===== src/rtl/count_mon_pkg.sv =====
// Shared types and helpers for the slow-domain count monitor.
//   state_t        : FSM encoding (INIT=0, TRACK=1, FAULT=2)
//   STATE_W        : width of the exported state port
//   stab_cnt_width : width needed for a stability counter saturating at n
package count_mon_pkg;

    localparam int unsigned STATE_W = 2;

    typedef enum logic [STATE_W-1:0] {
        ST_INIT  = 2'd0,
        ST_TRACK = 2'd1,
        ST_FAULT = 2'd2
    } state_t;

    // Counter must be able to hold n itself (its saturation value).
    function automatic int unsigned stab_cnt_width(input int unsigned n);
        if (n < 2) begin
            return 1;
        end
        return $clog2(n + 1);
    endfunction

endpackage


===== src/rtl/count_mon_sync.sv =====
// Two-flop resynchroniser for the raw count bus plus a stability filter.
// A new value is offered once (o_accept_c) after it has been seen stable
// for STABLE_CYCLES consecutive synced samples.
// Ports:
//   clk2       : slow-domain clock
//   reset_n    : async active-low reset
//   i_count    : raw count, asynchronous to clk2
//   o_cand     : synchronised candidate value (second sync flop)
//   o_accept_c : one-shot accept strobe for o_cand (combinational)
module count_mon_sync
    import count_mon_pkg::*;
#(
    parameter int unsigned W             = 4,
    parameter int unsigned STABLE_CYCLES = 2
) (
    input  logic         clk2,
    input  logic         reset_n,
    input  logic [W-1:0] i_count,
    output logic [W-1:0] o_cand,
    output logic         o_accept_c
);

    localparam int unsigned   CW       = stab_cnt_width(STABLE_CYCLES);
    localparam logic [CW-1:0] STAB_SAT = CW'(STABLE_CYCLES);
    localparam logic [CW-1:0] STAB_HIT = CW'(STABLE_CYCLES - 1);

    logic [W-1:0]  r_s1;
    logic [W-1:0]  r_s2;
    logic [W-1:0]  r_prev;
    logic [CW-1:0] r_stab_cnt;
    logic          r_armed;
    logic          w_changed;

    assign w_changed = (r_s2 != r_prev);

    // r_armed makes acceptance one-shot per observed change; it also keeps
    // the post-reset bus value from being mistaken for a fresh count.
    assign o_accept_c = r_armed && (r_stab_cnt == STAB_HIT);
    assign o_cand     = r_s2;

    // Sync chain, stability counter and arm flag.
    always_ff @(posedge clk2 or negedge reset_n) begin
        if (!reset_n) begin
            r_s1       <= '0;
            r_s2       <= '0;
            r_prev     <= '0;
            r_stab_cnt <= '0;
            r_armed    <= 1'b0;
        end else begin
            r_s1   <= i_count;
            r_s2   <= r_s1;
            r_prev <= r_s2;

            if (w_changed) begin
                r_stab_cnt <= '0;
            end else if (r_stab_cnt != STAB_SAT) begin
                r_stab_cnt <= r_stab_cnt + CW'(1);
            end

            if (w_changed) begin
                r_armed <= 1'b1;
            end else if (o_accept_c) begin
                r_armed <= 1'b0;
            end
        end
    end

endmodule


===== src/rtl/slow_count_monitor.sv =====
// Slow-domain consumer of a multi-bit event count crossing from a fast
// domain. Filters the synchronised bus, emits a delta pulse per legal
// step, keeps a saturating running total and flags skipped values.
// Optional feature macro: COUNT_MON_ERRCNT_EN adds the err_count port,
// a saturating count of TRACK->FAULT transitions.
// Ports:
//   clk2      : slow-domain clock
//   reset_n   : async active-low reset
//   count_in  : raw count from the fast domain (wraps mod 2^W)
//   clear_err : pulse; clears sticky err and returns FAULT to TRACK
//   upd_valid : one-cycle pulse per legal accepted step
//   upd_value : last accepted value (baseline)
//   upd_delta : delta of the most recent legal step, held
//   total     : saturating sum of legal deltas
//   err       : sticky skip/corruption flag
//   state     : FSM state (INIT=0, TRACK=1, FAULT=2)
//   err_count : saturating fault counter (COUNT_MON_ERRCNT_EN only)
module slow_count_monitor
    import count_mon_pkg::*;
#(
    parameter int unsigned W             = 4,
    parameter int unsigned TW            = 16,
    parameter int unsigned STABLE_CYCLES = 2,
    parameter int unsigned MAX_STEP      = 1
) (
    input  logic               clk2,
    input  logic               reset_n,
    input  logic [W-1:0]       count_in,
    input  logic               clear_err,
    output logic               upd_valid,
    output logic [W-1:0]       upd_value,
    output logic [W-1:0]       upd_delta,
    output logic [TW-1:0]      total,
    output logic               err,
    output logic [STATE_W-1:0] state
`ifdef COUNT_MON_ERRCNT_EN
    ,
    output logic [7:0]         err_count
`endif
);

    localparam int unsigned  SW         = TW + 1;
    localparam logic [W-1:0] MAX_STEP_W = W'(MAX_STEP);

    logic [W-1:0]  w_cand;
    logic          w_accept_c;

    state_t        r_state;
    logic          r_upd_valid;
    logic [W-1:0]  r_upd_value;
    logic [W-1:0]  r_upd_delta;
    logic [TW-1:0] r_total;
    logic          r_err;

    state_t        w_state_nxt;
    logic          w_valid_nxt;
    logic [W-1:0]  w_value_nxt;
    logic [W-1:0]  w_delta_nxt;
    logic [TW-1:0] w_total_nxt;
    logic          w_err_nxt;

    logic          w_new_val;
    logic [W-1:0]  w_diff;
    logic          w_step_ok;
    logic [SW-1:0] w_sum;
    logic [TW-1:0] w_total_sat;

    // Resynchronise and filter the raw bus.
    count_mon_sync #(
        .W             (W),
        .STABLE_CYCLES (STABLE_CYCLES)
    ) u_sync (
        .clk2       (clk2),
        .reset_n    (reset_n),
        .i_count    (count_in),
        .o_cand     (w_cand),
        .o_accept_c (w_accept_c)
    );

    // Modular distance from the baseline; wrap 2^W-1 -> 0 is a step of 1.
    assign w_new_val   = w_accept_c && (w_cand != r_upd_value);
    assign w_diff      = w_cand - r_upd_value;
    assign w_step_ok   = (w_diff <= MAX_STEP_W);
    assign w_sum       = SW'(r_total) + SW'(w_diff);
    assign w_total_sat = w_sum[TW] ? '1 : w_sum[TW-1:0];

    // State and output registers.
    always_ff @(posedge clk2 or negedge reset_n) begin
        if (!reset_n) begin
            r_state     <= ST_INIT;
            r_upd_valid <= 1'b0;
            r_upd_value <= '0;
            r_upd_delta <= '0;
            r_total     <= '0;
            r_err       <= 1'b0;
        end else begin
            r_state     <= w_state_nxt;
            r_upd_valid <= w_valid_nxt;
            r_upd_value <= w_value_nxt;
            r_upd_delta <= w_delta_nxt;
            r_total     <= w_total_nxt;
            r_err       <= w_err_nxt;
        end
    end

    // Next-state and next-output logic.
    always_comb begin
        w_state_nxt = r_state;
        w_valid_nxt = 1'b0;
        w_value_nxt = r_upd_value;
        w_delta_nxt = r_upd_delta;
        w_total_nxt = r_total;
        w_err_nxt   = r_err;

        unique case (r_state)
            ST_INIT: begin
                if (w_new_val) begin
                    w_value_nxt = w_cand;
                    w_state_nxt = ST_TRACK;
                end
            end

            // clear_err is ignored here, so a fault in the same cycle wins.
            ST_TRACK: begin
                if (w_new_val) begin
                    w_value_nxt = w_cand;
                    if (w_step_ok) begin
                        w_valid_nxt = 1'b1;
                        w_delta_nxt = w_diff;
                        w_total_nxt = w_total_sat;
                    end else begin
                        w_err_nxt   = 1'b1;
                        w_state_nxt = ST_FAULT;
                    end
                end
            end

            // Baseline follows silently until software acknowledges.
            ST_FAULT: begin
                if (w_new_val) begin
                    w_value_nxt = w_cand;
                end
                if (clear_err) begin
                    w_err_nxt   = 1'b0;
                    w_state_nxt = ST_TRACK;
                end
            end

            default: begin
                w_state_nxt = ST_INIT;
            end
        endcase
    end

    assign upd_valid = r_upd_valid;
    assign upd_value = r_upd_value;
    assign upd_delta = r_upd_delta;
    assign total     = r_total;
    assign err       = r_err;
    assign state     = r_state;

`ifdef COUNT_MON_ERRCNT_EN
    logic [7:0] r_err_count;

    // Counts TRACK->FAULT entries; survives clear_err.
    always_ff @(posedge clk2 or negedge reset_n) begin
        if (!reset_n) begin
            r_err_count <= '0;
        end else if ((r_state == ST_TRACK) && (w_state_nxt == ST_FAULT) &&
                     (r_err_count != 8'hFF)) begin
            r_err_count <= r_err_count + 8'd1;
        end
    end

    assign err_count = r_err_count;
`endif

endmodule

===== config.mk =====
export PLATFORM = sky130hd
export DESIGN_NAME = slow_count_monitor
export DESIGN_NICKNAME = d
export VERILOG_FILES = /design/src/rtl/count_mon_pkg.sv /design/src/rtl/count_mon_sync.sv /design/src/rtl/slow_count_monitor.sv
export SDC_FILE = /design/constraint.sdc
export NUM_CORES = 1
export LEC_CHECK = 0
export ABC_AREA = 1
export CAP_MARGIN = 0
export CORE_UTILIZATION = 30
export DETAILED_ROUTE_END_ITERATION = 8
export SLEW_MARGIN = 30
export SYNTH_ARGS = -nofsm -noshare
export SYNTH_HDL_FRONTEND = slang
export SYNTH_SLANG_ARGS = --single-unit

===== constraint.sdc =====
create_clock -name clk2 -period 4.8 [get_ports clk2]
set_input_delay 0.96 -clock clk2 [delete_from_list [all_inputs] [get_ports clk2]]
set_output_delay 0.96 -clock clk2 [all_outputs]
set_load 0.005 [all_outputs]

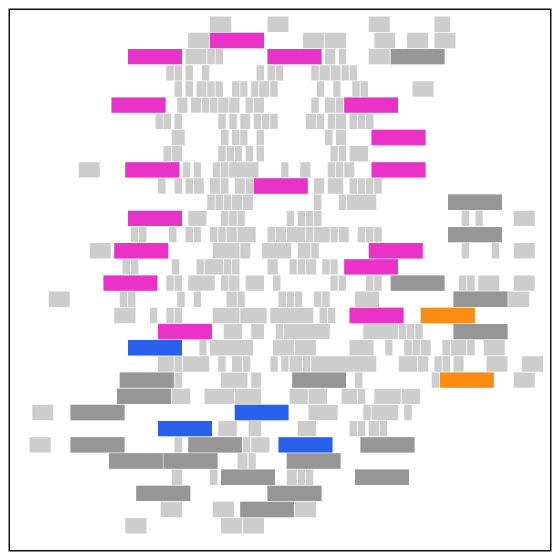
(run_1/flops_by_reg.png)
Other sequential cells in the stronger grey, the rest of the logic in the fainter grey.
[blue] `u_sync.r_prev` | placed flops: 4 | where: south
[orange] `state` | placed flops: 2
[magenta] `total` | placed flops: 16
Seq. pwr: 0.452 mW
Sequential cell area: 1080 µm²

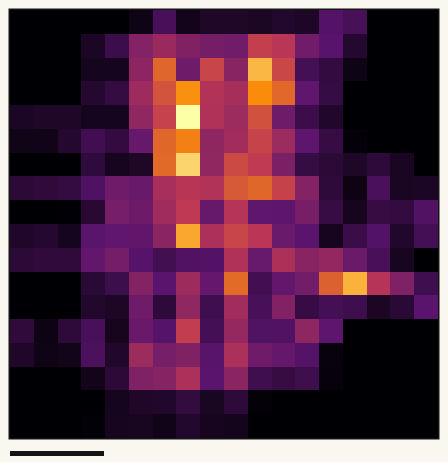
(run_1/metal_density.png)
Bar = 20 µm. 18 x 18 tiles, from black (low) to pale yellow (high), scaled to the fullest tile. Values are wire area over tile area, all layers added.
fullest tile: 0.46
nearly empty tiles: 28%
tiles over half the peak: 9.0%
emptiest ninth of the die: south-east
DRT Wirelength: 4.69 mm
gr usage total: 12.9%
wire length per cell: 10.7 µm
Via Count: 1907

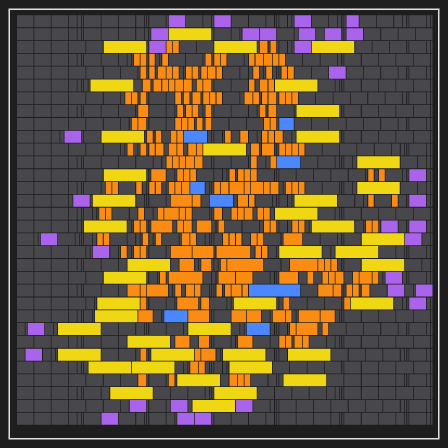
(run_1/placement_by_type.png)
Fill, decap, tap and diode cells in grey.
[blue] clock drivers and dummy loads | cells: 8
[purple] remaining buffers and delay cells | cells: 34
[yellow] sequential cells | cells: 43
[orange] combinational and other logic | cells: 251

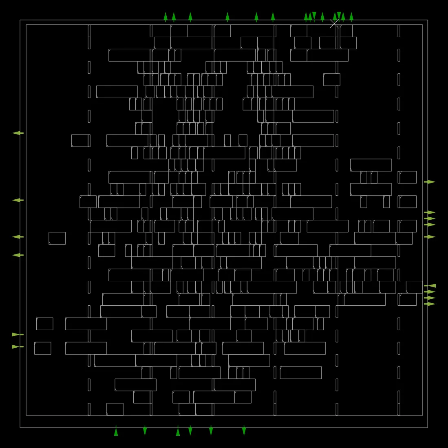
(run_1/placement.png)
final core area utilization: 37.9%
sequential share of cell area: 36.9%
fin cells: 438

==> impl_metrics.yaml, run 1 <==
# implementation run metrics
placed_design:
  post_dp_cell_area_um2: 2800
pwr:
  pg_clk_mw: 0.290
  p_seq_share_pct: 38.3
  power.density_nw_per_um2: 404
  power.group.top: "registers"
cells_and_area:
  clock_buffers: 5
  signal_buffers: 34
  clkCellAreaFrac_pct: 3.99
  dominant_cells: "multi-input combinational cells"
  lay_top_cells: "nand2_1 (111), dfrtp_1 (43), inv_1 (39)"
  nMultiInputCombCells: 212
floorplanning:
  ios: 35
  taps: 102
  fp-row-count: 32
worst_setup_path:
  rr_worst_depth: 13
  cp.arrival_ns: 3.12
  worstPathMaxFanout: 16
  reg2reg_slack_ns: 1.92
  timing.rr.start: "u_sync.o_cand[0]$_DFF_PN0_"
  path_buffers: 4
  setup.worst_path.end_class: "register"
  crit_family: "adder cells"
yosys:
  synth_cell_type_count: 30
  ys_cells: 298
  edf_count: 0
  ys_ff: 43
  ys.flop_type: "dfrtp_1"
  synthesis.nets: 316
final_timing:
  setup_viol_count_final: 0
  clock_skew_ns: 0.00731
  finalCritPeriodShare_pct: 59.9
routing:
  drc: 1
  wl_met3_um: 204
min_path:
  hold_depth: 0
  min_to: "u_sync.o_cand[0]$_DFF_PN0_"
  min_from: "u_sync.r_s1[0]$_DFF_PN0_"
run_status:
  status: "complete, but fails checks"
  violations: "design-rule violations"
global_routing:
  antenna_found_initial: 0
clocking:
  clkLatencyLatePin_ns: 0.30
  cts_tree: "yes"
  cts_resized: 0
  cts_hold_buffers: 0
run:
  cap_viol_max_count: 0
--- run 2 (diff from run 1) ---
Clock period 4.8 ns to 2.5 ns, I/O delays scaled along.
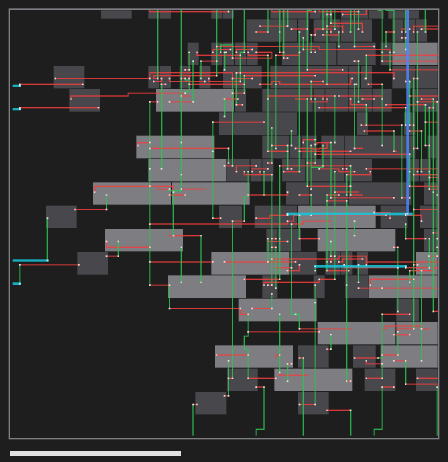
(run_2/detail.png)
Bar = 20 µm. Region (0, 0) to (50, 50) µm. Cells in grey, sequential cells in the stronger grey; small squares are vias.
[green] metal 2
[red] metal 1
[cyan] metal 3
[blue] metal 4
most frequent: nand2_1 (19), dfrtp_1 (18), buf_4 (11)
sequential cells in the window: 18
netlist names of flops here include: `u_sync.o_cand` (4), `u_sync.r_s1` (4), `upd_value` (4)
cells with their middle in the window: 95

==> run 2 against run 1 <==
Net effect:
- the flow now finishes without violations
- flip-flop count stayed put
- maximum frequency is 18% higher
- synthesized cell count is the same
- worst setup slack got worse by 1.9 ns
- power grew 120%
- global-route usage grew 0.82 points
- first-iteration DRC count grew 37%
- combinational power increased to 2.8 times the previous value
- die size is the same
- final area increased by 11%
- sequential power rose by 94%
- sequential share of layout area fell by 3.5 points
==> impl_metrics.yaml, run 2 <==
# implementation run metrics
routing:
  wl_met3_um: 212
  wl_per_cell_um: 11.7
  vias: 2046
  drc: 0
  wirelength_mm: 5.36
cells_and_area:
  lay_top_cells: "nand2_1 (106), dfrtp_1 (43), inv_1 (35)"
  clock_buffers: 5
  nMultiInputCombCells: 213
  signal_buffers: 55
  fin_cells: 460
  final_util_pct: 41.9
  dominant_cells: "multi-input combinational cells"
worst_setup_path:
  timing.rr.start: "u_sync.o_cand[0]$_DFF_PN0_"
  worstPathMaxFanout: 8
  reg2reg_slack_ns: 0.06
  path_buffers: 4
  crit_family: "adder cells"
  rr_worst_depth: 13
  setup.worst_path.end_class: "register"
yosys:
  synthesis.nets: 316
  ys_ff: 43
  synth_cell_type_count: 30
clocking:
  cts_tree: "yes"
  clkLatencyLatePin_ns: 0.30
  cts_resized: 8
  cts_hold_buffers: 0
pwr:
  pg_clk_mw: 0.549
  power.group.top: "combinational logic"
  seq_power_mw: 0.877
run:
  cap_viol_max_count: 0
global_routing:
  grtUsageTotal_pct: 13.7
  antenna_found_initial: 0
placed_design:
  post_dp_cell_area_um2: 2940
final_timing:
  setup_viol_count_final: 0
  clock_skew_ns: 0.00523
floorplanning:
  ios: 35
  taps: 102
run_status:
  status: "finished, final reports clean"
No activity file was given, so power comes from the tool's default toggle rates.
